$ cat src/rtl/load_unit.sv
// Load unit: fetches one or two aligned words from data memory, merges them and
// returns the addressed byte/halfword/word sign- or zero-extended.
module load_unit (
  input  logic        i_clk,
  input  logic        i_rst,
  input  logic        i_req,
  input  logic [2:0]  i_funct3,
  input  logic [31:0] i_addr,
  output logic        o_busy,
  output logic        o_mem_rd,
  output logic [31:0] o_mem_addr,
  input  logic [31:0] i_mem_data,
  input  logic        i_mem_valid,
  output logic        o_valid,
  output logic [31:0] o_data,
  output logic        o_err
);

  localparam logic [2:0] F3_LB  = 3'b000;
  localparam logic [2:0] F3_LH  = 3'b001;
  localparam logic [2:0] F3_LW  = 3'b010;
  localparam logic [2:0] F3_LBU = 3'b100;
  localparam logic [2:0] F3_LHU = 3'b101;

  typedef enum logic [1:0] {
    S_IDLE = 2'd0,
    S_RD1  = 2'd1,
    S_RD2  = 2'd2,
    S_DONE = 2'd3
  } state_t;

  state_t      r_state, w_state_nxt;
  logic [2:0]  r_f3;
  logic [1:0]  r_off;
  logic        r_two;
  logic [31:0] r_addr;
  logic [31:0] r_w1;
  logic [31:0] r_data;
  logic        r_err;

  logic        w_legal;
  logic        w_two;
  logic        w_last;
  logic [31:0] w_lo;
  logic [23:0] w_hi;
  logic [55:0] w_pair;
  logic [31:0] w_r;
  logic [31:0] w_ext;

  always_comb begin
    w_legal = 1'b0;
    case (i_funct3)
      F3_LB, F3_LH, F3_LW, F3_LBU, F3_LHU: w_legal = 1'b1;
      default:                             w_legal = 1'b0;
    endcase
  end

  assign w_two = (((i_funct3 == F3_LH) || (i_funct3 == F3_LHU)) && (i_addr[1:0] == 2'd3)) ||
                 ((i_funct3 == F3_LW) && (i_addr[1:0] != 2'd0));

  // Final access of the load completes this cycle; result is registered on this edge.
  assign w_last = ((r_state == S_RD1) && i_mem_valid && !r_two) ||
                  ((r_state == S_RD2) && i_mem_valid);

  always_comb begin
    w_state_nxt = r_state;
    case (r_state)
      S_IDLE: if (i_req) w_state_nxt = w_legal ? S_RD1 : S_DONE;
      S_RD1:  if (i_mem_valid) w_state_nxt = r_two ? S_RD2 : S_DONE;
      S_RD2:  if (i_mem_valid) w_state_nxt = S_DONE;
      S_DONE: w_state_nxt = S_IDLE;
      default: w_state_nxt = S_IDLE;
    endcase
  end

  // Only the low 24 bits of the second word can ever reach the result (max offset 3).
  assign w_lo   = (r_state == S_RD1) ? i_mem_data : r_w1;
  assign w_hi   = (r_state == S_RD2) ? i_mem_data[23:0] : 24'h0;
  assign w_pair = {w_hi, w_lo};

  always_comb begin
    w_r = w_pair[31:0];
    case (r_off)
      2'd0: w_r = w_pair[31:0];
      2'd1: w_r = w_pair[39:8];
      2'd2: w_r = w_pair[47:16];
      2'd3: w_r = w_pair[55:24];
      default: w_r = w_pair[31:0];
    endcase
  end

  always_comb begin
    w_ext = w_r;
    case (r_f3)
      F3_LB:   w_ext = {{24{w_r[7]}}, w_r[7:0]};
      F3_LBU:  w_ext = {24'h0, w_r[7:0]};
      F3_LH:   w_ext = {{16{w_r[15]}}, w_r[15:0]};
      F3_LHU:  w_ext = {16'h0, w_r[15:0]};
      default: w_ext = w_r;
    endcase
  end

  always_ff @(posedge i_clk) begin
    if (i_rst) begin
      r_state <= S_IDLE;
      r_f3    <= 3'b000;
      r_off   <= 2'b00;
      r_two   <= 1'b0;
      r_addr  <= 32'h0;
      r_w1    <= 32'h0;
      r_data  <= 32'h0;
      r_err   <= 1'b0;
    end else begin
      r_state <= w_state_nxt;
      case (r_state)
        S_IDLE: begin
          if (i_req) begin
            r_f3  <= i_funct3;
            r_off <= i_addr[1:0];
            r_two <= w_two;
            if (w_legal) begin
              r_addr <= {i_addr[31:2], 2'b00};
            end else begin
              r_err  <= 1'b1;
              r_data <= 32'h0;
            end
          end
        end
        S_RD1: begin
          if (i_mem_valid) begin
            r_w1 <= i_mem_data;
            if (r_two) r_addr <= r_addr + 32'd4;
          end
        end
        S_DONE: r_err <= 1'b0;
        default: ;
      endcase
      if (w_last) r_data <= w_ext;
    end
  end

  assign o_busy     = (r_state != S_IDLE);
  assign o_mem_rd   = (r_state == S_RD1) || (r_state == S_RD2);
  assign o_mem_addr = r_addr;
  assign o_valid    = (r_state == S_DONE);
  assign o_data     = r_data;
  assign o_err      = r_err;

endmodule

$ cat config.mk
export PLATFORM = sky130hd
export DESIGN_NAME = load_unit
export DESIGN_NICKNAME = d
export VERILOG_FILES = /design/src/rtl/load_unit.sv
export SDC_FILE = /design/constraint.sdc
export NUM_CORES = 1
export LEC_CHECK = 0
export CAP_MARGIN = 20
export CORE_MARGIN = 1.5
export CORE_UTILIZATION = 30
export CTS_CLUSTER_SIZE = 10
export DETAILED_ROUTE_END_ITERATION = 6
export REMOVE_ABC_BUFFERS = 1
export SLEW_MARGIN = 10
export SYNTH_ARGS = -nofsm -noshare
export SYNTH_HDL_FRONTEND = slang
export SYNTH_SLANG_ARGS = --single-unit
$ cat constraint.sdc
create_clock -name i_clk -period 2.81 [get_ports i_clk]
set_input_delay 0.562 -clock i_clk [delete_from_list [all_inputs] [get_ports i_clk]]
set_output_delay 0.562 -clock i_clk [all_outputs]
set_load 0.02 [all_outputs]
Figure 1. Signal wires on met1 (run 1).
Scale bar: 50 microns. Supply wires on this layer in gray.
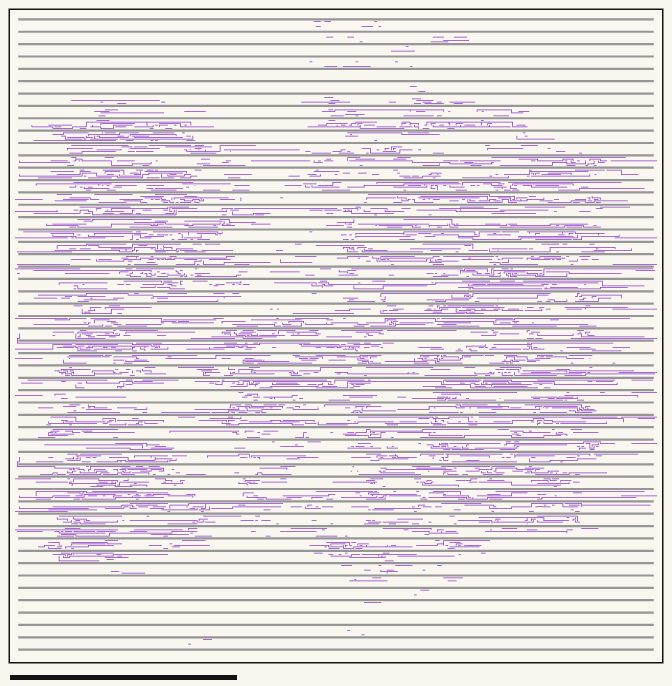
The layer carries 8780 microns of wire. 803 nets have wire on it. The wires run mostly horizontal. The layer holds 46% of the routed length.

Figure 2. Signal wires on met2 (run 1).
Cells faint in the background.
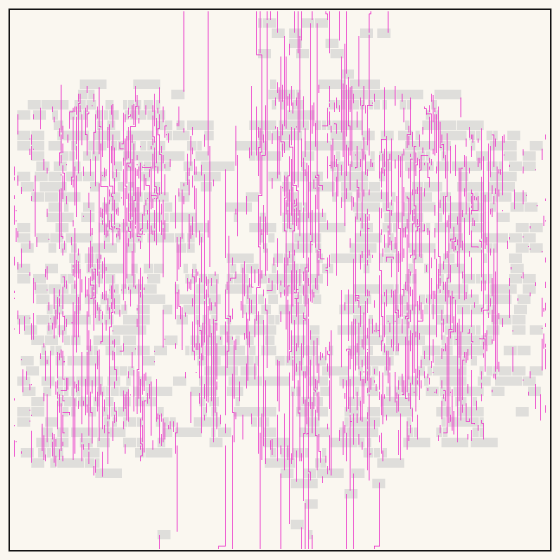
The wires run mostly vertical. 736 nets have wire on it. The longest straight run is 56.1 microns. The layer holds 44% of the routed length. The layer carries 8300 microns of wire.

==> results.yml, run 1 <==
# flow metrics
floorplanning:
  die_h_microns: 143.5
  core_sq_mm: 0.01940
  fp_util_pct: 30.53
  die_w_microns: 143.5
  rows: 51
  die-area_sq_mm: 0.02060
  io_pins: 139
global_routing:
  grt_usage_pct: 18.73
  grt_pass1_vias: 5493
  antenna_found_initial: 1
  grt.overflow.total: 0
  grt_max_degree: 50
  grt_pass1_wl_mm: 30.22
clock_network:
  cts.repair.resized: 0
  clk_pin_slew_ns: 0.07
  cts.sinks: 103
  cts_tree: "done"
  cts_root_buffer: "clkbuf_16"
  cts_htree_levels: 3
  postCtsSetupBuffers: 0
  cts_made_buffers: 9
  clock_latency_ns: 0.36
  cts_buffer_depth: 2
  cts_hold_buf: 0
layout:
  lay_top_cells: "clkdlybuf4s50_1 (135), nand2_1 (122), dfxtp_1 (102)"
  nets: 921
  antenna_cells: 0
  layout_top_cell: "clkdlybuf4s50_1"
  syn_to_final_growth_pct: 33.23
  drive_gt1_share_pct: 10.47
outcome:
  status: "finished, final reports clean"
setup_path:
  cp-start-kind: "flop"
  cp-end-kind: "primary output"
  r2r-start: "r_state[1]"
  worstPathRequired_ns: 2.25
  path_max_fanout: 7
  arrival_ns: 2.03
  crit_path_start: "r_state[0]"
  crit_type: "flop to primary output"
final_timing:
  fin_ws_ns: 0.2214
  tightest_slew_ns: 0.9213
  fin_worst_skew_ns: 0.01243
  setup_viol: 0
  maxSlewHeadroom_pct: 38.01
  rsz0062_at_grt: "false"
  whs_ns: 0.4563
  slew_violations: 0
  layout_min_cycle_time_ns: 2.589
  finalClockPeriodUsage_pct: 92.12
  fin_tns_setup_ns: 0
  hold_violations: 0
  fmax_mhz: 386.3
yosys:
  yosys.cell_types.count: 59
  ys_async_sr_fraction_pct: 0
  yosys-stat-area_sq_mm: 0.005923
  postSynthSeqShare_pct: 34.81
  top_area_cell: "dfxtp_1"
  synth.cell_area_sq_mm: 0.005923
  ys_cells: 732
  netlist_instances: 732
  flop_cell: "dfxtp_1"
  topCellsByArea: "dfxtp_1 (35%), mux4_2 (8.0%), nand2_1 (7.7%)"
  synth_area_per_cell_sq_um: 8.092
  synth-seq-cells: 103
  synthDominantCellAreaShare_pct: 34.81
  yosysWarnings: 0
  edf_count: 0
hold_path:
  hold_path.class: "flop to flop"
  hold_start: "r_w1[13]"
detailed_routing:
  vias_per_cell: 5.356
  routedWlPerCell_microns: 17.01
  via_count: 5972
  routed_wl_mm: 18.97
  m1WireLength_mm: 8.779
  drt_iter0_drc: 384
  detail-route-antenna-nets: 0
  wl_met3_mm: 1.629
  top_layer: "met5"
  met2_length_mm: 8.301
  first_pass_iters: 5
  drc: 0
place:
  dp_worst_setup_slack_ns: 0.05307
  gp_congestion: 0.8432
  hpwl_mm: 13.46
  portBuffers: 136
flow_run:
  warning_count: 28
  maxCapViolations: 0
pwr:
  p_leak_nw: 2.787
  power.density_mw_per_mm2: 857.8
  ir_drop_mv: 0.4221
Figure 3. M3 wires (run 1).
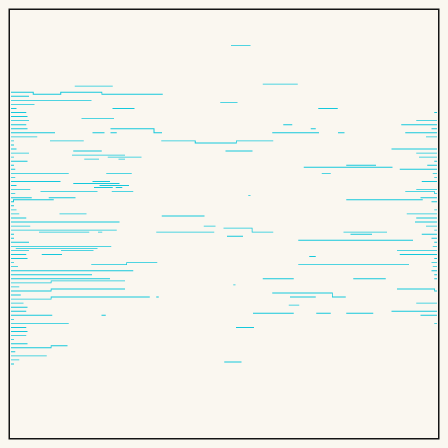
The layer carries 1630 microns of wire. The layer holds 8.6% of the routed length. The longest straight run is 40.7 microns. 155 nets have wire on it. The wires run mostly horizontal.

Figure 4. M4 wires (run 1).
Scale bar: 50 microns. Supply wires on this layer in gray.
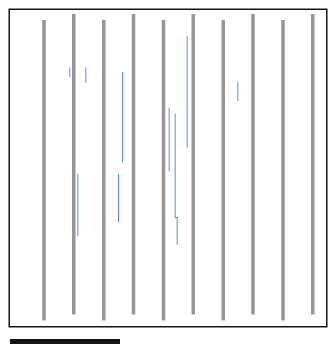
The layer holds 1.3% of the routed length. 6 nets have wire on it. The longest straight run is 50.3 microns. The wires run mostly vertical.

## run 1: through the flow
step,power [W],instance area [sq um],util (%),std cells
finish,0.006769,7891,40.68,1115
global route,0.007238,7891,40.68,1115
CTS,0.006825,7891,40.68,1115
detailed placement,0.005468,7584,39.09,1099
global placement,0.005457,7584,39.09,1099
floorplan,0.004122,5659,-,670
## run 1: kinds of logic after synthesis
logic type	share of synthesized area [%]
other	0.06331
buffers and inverters	5.788
AOI/OAI and AO/OA	24.72
adders and majority gates	1.056
and+or+nand+nor	20.30
muxes	13.27
DFF	34.81
## run 1: registers in the layout (all words and copies together), names as in the netlist
signal / flops
o_data: 32
r_w1: 32
r_f3: 3
r_off: 2
r_state: 2
o_err: 1
r_two: 1
o_mem_addr: 30
## run 1: final timing paths
check	slack, ns	cells after the start	end
worst min register to register	0.46	2	r_w1[13]
worst max register to register	0.29	7	o_data[28]
worst max-delay path	0.22	4	o_busy
worst min-delay path	0.46	2	r_w1[13]
## run 1: routing by layer
layer | track usage [%] | vias to the layer above
met2 | 28.42 | 235
li1 | - | 2917
met4 | 4.404 | 2
met1 | 25.74 | 2800
met5 | 0 | -
met3 | 5.998 | 18
## run 1: worst max-delay path, cell delays in order, from the launching register on
cell             delay, ns
dfxtp_1               0.44
inv_1                 0.11
ha_1                  0.29
inv_1                 0.16
clkdlybuf4s50_1       0.67
## run 1: where the power goes
group / internal [W] / total [W] / leakage [nW] / switching [W]
Clock: 0.000742 / 0.00131 / 0.149 / 0.000572
Sequential: 0.00176 / 0.00210 / 0.839 / 0.000345
Combinational: 0.00149 / 0.00335 / 1.80 / 0.00186
## run 1: layout make-up
type / instances / area, sq um
Sequential cell: 103 / 2063
Clock inverter: 4 / 51.30
Multi-Input combinational cell: 547 / 3535
Fill cell: 2001 / 11510
Tap cell: 265 / 331.6
Inverter: 20 / 75.07
Clock buffer: 12 / 256.5
Timing Repair Buffer: 164 / 1579
## run 1: cells in the mapped netlist (6+ instances only)
| cell | number |
|---|---|
| o21ai_0 | 33 |
| inv_1 | 19 |
| nor2b_1 | 7 |
| a31oi_1 | 8 |
| a221o_1 | 6 |
| nand4_1 | 8 |
| a211oi_1 | 20 |
| o211ai_1 | 8 |
| mux2i_1 | 20 |
| nand3_1 | 13 |
| clkbuf_1 | 42 |
| o21a_1 | 6 |
| mux2_2 | 10 |
| a21oi_1 | 85 |
| mux4_2 | 21 |
| o311ai_0 | 8 |
| a211o_1 | 8 |
| dfxtp_1 | 103 |
| nor4_1 | 14 |
| nor2_1 | 58 |
| nand2_1 | 122 |
| nor3_1 | 13 |
| a22o_1 | 7 |
| buf_2 | 16 |
==> run 2, diff against run 1 <==
--- a/config.mk
+++ b/config.mk
@@ -6,7 +6,7 @@
 export NUM_CORES = 1
 export LEC_CHECK = 0
 export CAP_MARGIN = 20
-export CORE_MARGIN = 1.5
+export CORE_MARGIN = 2
 export CORE_UTILIZATION = 30
 export CTS_CLUSTER_SIZE = 10
 export DETAILED_ROUTE_END_ITERATION = 6
Figure 5. Signal wires on met2 (run 2).
Cells faint in the background.
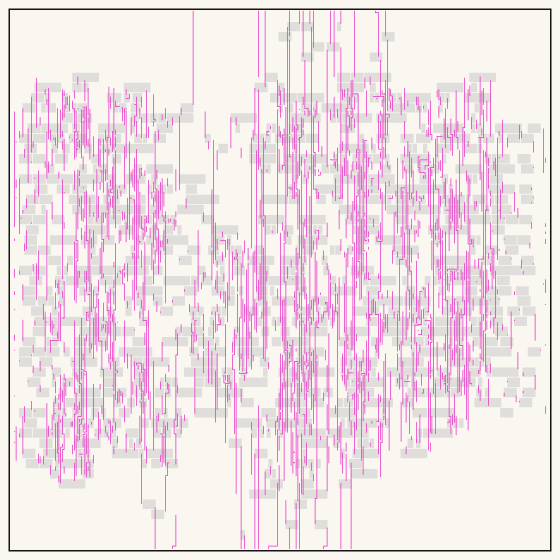
The wires run mostly vertical. The layer carries 8440 microns of wire. The layer holds 44% of the routed length.

Figure 6. M3 wires (run 2).
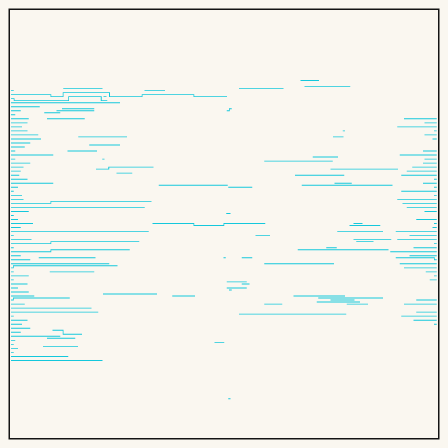
The layer carries 1780 microns of wire. 155 nets have wire on it. The layer holds 9.3% of the routed length.

Figure 7. M4 wires (run 2).
Scale bar: 50 microns. Supply wires on this layer in gray.
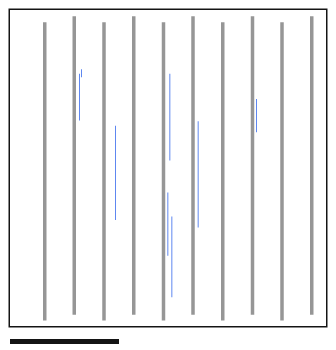
7 nets have wire on it. The longest straight run is 48.3 microns. The layer holds 1.2% of the routed length. The wires run mostly vertical. The layer carries 235 microns of wire.

==> results.yml, run 2 <==
# flow metrics
final_timing:
  hold_violations: 0
  tightest_slew_ns: 0.9214
  fmax_mhz: 388.9
  maxSlewHeadroom_pct: 38.51
  fin_ws_ns: 0.2386
  setup_viol: 0
  slew_violations: 0
  rsz0062_at_grt: "false"
  finalClockPeriodUsage_pct: 91.51
  layout_min_cycle_time_ns: 2.571
  fin_worst_skew_ns: 0.008920
layout:
  lay_top_cells: "clkdlybuf4s50_1 (135), nand2_1 (122), dfxtp_1 (102)"
  drive_gt1_share_pct: 10.38
  fin_util_pct: 40.65
  syn_to_final_growth_pct: 33.12
  layout_top_cell: "clkdlybuf4s50_1"
  nets: 919
  final_cells: 1113
  antenna_cells: 0
setup_path:
  r2r_cells: 8
  cp-start-kind: "flop"
  critical-path-max-stage-delay_ns: 0.67
  path_max_fanout: 7
  crit_type: "flop to primary output"
  crit_buf_inv: 3
  crit_top_cell: "inv_1"
  cp_cell_sequence: "inv_1 > ha_1 > inv_1 > clkdlybuf4s50_1"
  arrival_ns: 2.01
  cpLargestDelayFamily: "buffers and inverters"
  worstPathRequired_ns: 2.25
  crit_path_top_delay_cell: "clkdlybuf4s50_1"
  crit_cells: 4
  cp-end-kind: "primary output"
global_routing:
  grt_pass1_wl_mm: 30.41
  antenna_found_initial: 1
  busiest_layer: "met2"
  met2_usage_pct: 29.53
  grt_pass1_vias: 5622
  grt_max_degree: 70
  grt.overflow.total: 0
  grt_usage_pct: 18.61
  met3_usage_pct: 6.126
  grtUsageMet1_pct: 24.62
floorplanning:
  die_w_microns: 144.5
  rows: 51
  die-area_sq_mm: 0.02088
  fp_util_pct: 30.53
  die_h_microns: 144.5
  io_pins: 139
  core_sq_mm: 0.01940
yosys:
  top_cells_by_count: "nand2_1 (122), dfxtp_1 (103), a21oi_1 (85)"
  synthMuxAreaShare_pct: 13.27
  synthAdderAreaFrac_pct: 1.056
  yosys.cell_types.count: 59
  aoi_share_pct: 24.71
  top_area_cell: "dfxtp_1"
  synth_top_cell_by_count: "nand2_1"
  edf_count: 0
  synthTopLogicFamily: "AND-OR/OR-AND gates"
  synth-seq-cells: 103
  synthDominantCellAreaShare_pct: 34.81
  postSynthSeqShare_pct: 34.81
  synth.cell_area_sq_mm: 0.005923
  simple_gate_area_share_pct: 20.30
  netlist_instances: 732
  flop_cell: "dfxtp_1"
  synth_area_per_cell_sq_um: 8.092
  synth-xor-area-share_pct: 0
  yosys-stat-area_sq_mm: 0.005923
  topCellsByArea: "dfxtp_1 (35%), mux4_2 (8.0%), nand2_1 (7.7%)"
  yosysWarnings: 0
  ys_cells: 732
  ys_async_sr_fraction_pct: 0
pwr:
  ir_drop_mv: 0.4569
  power.density_mw_per_mm2: 858.4
  p_leak_nw: 2.782
detailed_routing:
  routedWlPerCell_microns: 17.19
  drc: 0
  first_pass_iters: 7
  detail-route-antenna-nets: 0
  via_count: 5997
  drt_iter0_drc: 305
  vias_per_cell: 5.388
  routed_wl_mm: 19.13
place:
  hpwl_mm: 13.42
  portBuffers: 136
  placed_cells: 1097
  gp_congestion: 0.8115
  dp_worst_setup_slack_ns: 0.07791
hold_path:
  hold_path.class: "flop to flop"
  hold_depth: 2
flow_run:
  maxCapViolations: 0
  warning_count: 28
outcome:
  status: "finished, final reports clean"
clock_network:
  cts_htree_levels: 3
  cts.repair.resized: 0
  clk_pin_slew_ns: 0.07
  cts_made_buffers: 9
  cts_root_buffer: "clkbuf_16"
  clock_latency_ns: 0.36
  postCtsSetupBuffers: 0
  cts_tree: "done"
  cts.sinks: 103
  cts_hold_buf: 0
  cts_buffer_depth: 2
==> run 2: metrics by stage <==
| step | power (W) | hold slack, ns | setup TNS, ns | instance area (sq um) |
|---|---|---|---|---|
| floorplan | 0.004122 | 0.4274 | -116.15 | 5659 |
| global placement | 0.005461 | 0.4409 | 0 | 7581 |
| detailed placement | 0.005470 | 0.4479 | 0 | 7581 |
| CTS | 0.006824 | 0.4582 | 0 | 7885 |
| global route | 0.007235 | 0.4768 | 0 | 7885 |
| finish | 0.006769 | 0.4560 | 0 | 7885 |
==> run 2: tightest hold or removal path: stages (launching register included) <==
cell,delay [ns]
dfxtp_1,0.31
nand2_1,0.05
a21oi_1,0.05
==> run 2: layer usage <==
metal / part of all wire [%] / vias to the layer above / routed length [microns]
li1: - / 2900 / -
met3: 9.3 / 19 / 1779
met1: 45 / 2848 / 8659
met4: 1.2 / 2 / 235
met5: 0.063 / - / 12
met2: 44 / 228 / 8443
==> run 2: cell type report <==
cell class                      count  area [sq um]
Clock buffer                       10         239.0
Clock inverter                      6         65.06
Fill cell                        2049         11510
Inverter                           20         75.07
Multi-Input combinational cell    547          3535
Sequential cell                   103          2063
Tap cell                          265         331.6
Timing Repair Buffer              162          1577
==> run 2: report_power, final <==
| group | internal, W | switching [W] | total [W] |
|---|---|---|---|
| Combinational | 0.00148 | 0.00188 | 0.00336 |
| Sequential | 0.00176 | 0.000327 | 0.00209 |
| Clock | 0.000720 | 0.000603 | 0.00132 |
| Total | 0.00396 | 0.00281 | 0.00677 |
==> run 2: logic make-up (layout without fill, tap and decap cells) <==
family	count (synthesis)	in the layout
other	1	2
DFF	103	103
muxes	51	51
buffers and inverters	83	198
adders and majority gates	5	5
AOI/OAI and AO/OA	225	225
and+or+nand+nor	264	264
==> run 2: final timing paths <==
check,startpoint,endpoint,slack [ns]
setup / recovery,r_state[0],o_busy,0.24
hold / removal,r_w1[10],r_w1[10],0.46
setup reg to reg,r_state[1],o_data[26],0.32
hold reg to reg,r_w1[10],r_w1[10],0.46
Power and IR drop assume default switching activity.
